==> config.mk <==
export PLATFORM = sky130hd
export DESIGN_NAME = gray_sync_bank
export DESIGN_NICKNAME = d
export VERILOG_FILES = /design/src/rtl/gray_sync_bank.sv
export SDC_FILE = /design/constraint.sdc
export NUM_CORES = 1
export LEC_CHECK = 0
export CAP_MARGIN = 10
export CORE_MARGIN = 3
export CORE_UTILIZATION = 48
export CTS_CLUSTER_SIZE = 28
export DETAILED_ROUTE_END_ITERATION = 7
export GPL_TIMING_DRIVEN = 1
export PLACE_DENSITY = 0.77
export SYNTH_ARGS = -nofsm -noshare
export SYNTH_HDL_FRONTEND = slang
export SYNTH_SLANG_ARGS = --single-unit
==> constraint.sdc <==
create_clock -name clk_i -period 1.77 [get_ports clk_i]
set_input_delay 0.177 -clock clk_i [delete_from_list [all_inputs] [get_ports clk_i]]
set_output_delay 0.177 -clock clk_i [all_outputs]
set_load 0.01 [all_outputs]
==> src/rtl/gray_sync_bank.sv <==
// Bank of independent Gray-code synchronisers: each channel runs a DEPTH-flop chain,
// then a compare stage that decodes to binary, pulses on change and counts multi-bit jumps.

module gsb_lane #(
  parameter int WIDTH  = 8,
  parameter int DEPTH  = 2,
  parameter int BIN_IN = 0,
  parameter int CNT_W  = 8
) (
  input  logic             clk_i,
  input  logic             rst_ni,
  input  logic [WIDTH-1:0] data_i,
  input  logic             clear_i,
  output logic [WIDTH-1:0] bin_o,
  output logic             upd_o,
  output logic             err_o,
  output logic [CNT_W-1:0] err_cnt_o
);
  localparam logic [WIDTH-1:0] ONE_W = {{(WIDTH-1){1'b0}}, 1'b1};
  localparam logic [CNT_W-1:0] ONE_C = {{(CNT_W-1){1'b0}}, 1'b1};

  function automatic logic [WIDTH-1:0] gray2bin(input logic [WIDTH-1:0] g);
    logic [WIDTH-1:0] b;
    b[WIDTH-1] = g[WIDTH-1];
    for (int i = WIDTH-2; i >= 0; i--) b[i] = b[i+1] ^ g[i];
    return b;
  endfunction

  logic [WIDTH-1:0] stage_in;

  generate
    if (BIN_IN != 0) begin : g_enc
      logic [WIDTH-1:0] enc_q, enc_d;
      always_comb enc_d = data_i ^ (data_i >> 1);
      always_ff @(posedge clk_i or negedge rst_ni)
        if (!rst_ni) enc_q <= '0;
        else         enc_q <= enc_d;
      assign stage_in = enc_q;
    end else begin : g_raw
      assign stage_in = data_i;
    end
  endgenerate

  logic [DEPTH-1:0][WIDTH-1:0] chain_q, chain_d;
  logic [WIDTH-1:0] prev_q, prev_d, bin_q, bin_d, chain_g, diff;
  logic             upd_q, upd_d, err_q, err_d, chg, multi;
  logic [CNT_W-1:0] cnt_q, cnt_d;

  always_comb chain_d = {chain_q[DEPTH-2:0], stage_in};

  assign chain_g = chain_q[DEPTH-1];
  assign diff    = chain_g ^ prev_q;
  assign chg     = |diff;
  // Clearing the lowest set bit leaves something only if two or more bits differ.
  assign multi   = |(diff & (diff - ONE_W));

  always_comb begin
    prev_d = prev_q;
    bin_d  = bin_q;
    upd_d  = chg;
    err_d  = err_q;
    cnt_d  = cnt_q;
    if (chg) begin
      prev_d = chain_g;
      bin_d  = gray2bin(chain_g);
    end
    // A jump landing in the clear cycle survives as a fresh single error.
    if (clear_i) begin
      err_d = multi;
      cnt_d = multi ? ONE_C : '0;
    end else if (multi) begin
      err_d = 1'b1;
      if (cnt_q != '1) cnt_d = cnt_q + ONE_C;
    end
  end

  always_ff @(posedge clk_i or negedge rst_ni) begin
    if (!rst_ni) begin
      chain_q <= '0;
      prev_q  <= '0;
      bin_q   <= '0;
      upd_q   <= 1'b0;
      err_q   <= 1'b0;
      cnt_q   <= '0;
    end else begin
      chain_q <= chain_d;
      prev_q  <= prev_d;
      bin_q   <= bin_d;
      upd_q   <= upd_d;
      err_q   <= err_d;
      cnt_q   <= cnt_d;
    end
  end

  assign bin_o     = bin_q;
  assign upd_o     = upd_q;
  assign err_o     = err_q;
  assign err_cnt_o = cnt_q;
endmodule

module gray_sync_bank #(
  parameter int WIDTH  = 8,
  parameter int DEPTH  = 2,
  parameter int CH     = 4,
  parameter int BIN_IN = 0,
  parameter int CNT_W  = 8
) (
  input  logic                clk_i,
  input  logic                rst_ni,
  input  logic [CH*WIDTH-1:0] data_i,
  input  logic                clear_i,
  output logic [CH*WIDTH-1:0] bin_o,
  output logic [CH-1:0]       upd_o,
  output logic [CH-1:0]       err_o,
  output logic [CH*CNT_W-1:0] err_cnt_o
);
  generate
    for (genvar c = 0; c < CH; c++) begin : g_lane
      gsb_lane #(.WIDTH(WIDTH), .DEPTH(DEPTH), .BIN_IN(BIN_IN), .CNT_W(CNT_W)) u_lane (
        .clk_i     (clk_i),
        .rst_ni    (rst_ni),
        .data_i    (data_i[c*WIDTH +: WIDTH]),
        .clear_i   (clear_i),
        .bin_o     (bin_o[c*WIDTH +: WIDTH]),
        .upd_o     (upd_o[c]),
        .err_o     (err_o[c]),
        .err_cnt_o (err_cnt_o[c*CNT_W +: CNT_W])
      );
    end
  endgenerate
endmodule

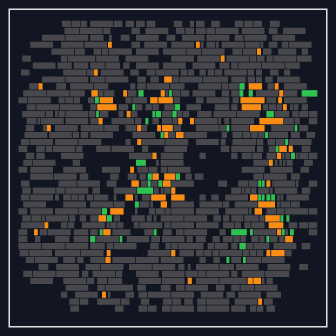
gates.png
Key: green = nand cells [cells 51]; orange = aoi and oai cells [cells 72]
Post-Layout Cell Count: 900
logic share of the area: 29.4%

==> deck_impl_summary.md <==
Implementation Results

Outcome
  • Status: finished, violations left
  • Failing checks: negative setup slack

Routing
  • Routed len/inst: around 16 um
  • Vias per std cell: around 5.2
  • DRC: 0

Timing
  • Crit share post-route: 110%
  • Max-slew violation count: 0
  • Post-route setup slack: -0.176 ns
  • Final setup fails: about 42
  • Tmin final: roughly 1.9 ns

Finish
  • Most frequent logic cell in the layout: dfrtp_1
  • Flop count: 164
  • Final Core Density: between 70 and 80%
  • Ant. Diodes: 0
  • Signal buffers share of area: between 15 and 20%

Critical path
  • Crit path DAT: 2.24 ns
  • Critical Path RT: ~2.1 ns
  • Worst-path cell chain: xor3_2 -> xnor2_4 -> xor2_2 -> xor2_2 -> xnor2_1 -> a21oi_1
  • Crit path max-delay family: XOR/XNOR gates

Global route
  • Met2 Usage GRT: around 35%

Worst hold path
  • Hold/Removal Path Class: in -> reg
  • Hold Crit Start: data_i[27]

Pwr
  • Cell leakage power: 4.23 nW
  • Sequential group power: 0.00430 W
  • VDD IR max: around 0.81 mV

Logic synthesis
  • Count of cell types in the netlist: 66
  • Basic Gates by Area: under 10%
  • XOR-XNOR Cells, Area Fraction: about a tenth
  • Synth top cells by count: 164 x dfrtp_1, 39 x clkbuf_1, 39 x xnor2_1
  • Yosys top cell by area: dfrtp_1

Clocking
  • CTS tree: done
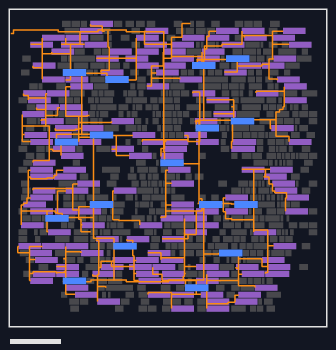
clock_wires.png
Scale bar: 20 um.
Key: orange = clock wires [length 1,850 um]; purple = flip-flops [count 164]; blue = clock-net drivers [count 17]
There are 18 routed clock nets.
Final Skew: 0.0107 ns
P_clk: 0.00380 W
Late-Pin Clk Latency: 0.42 ns

Power and IR drop assume default switching activity.
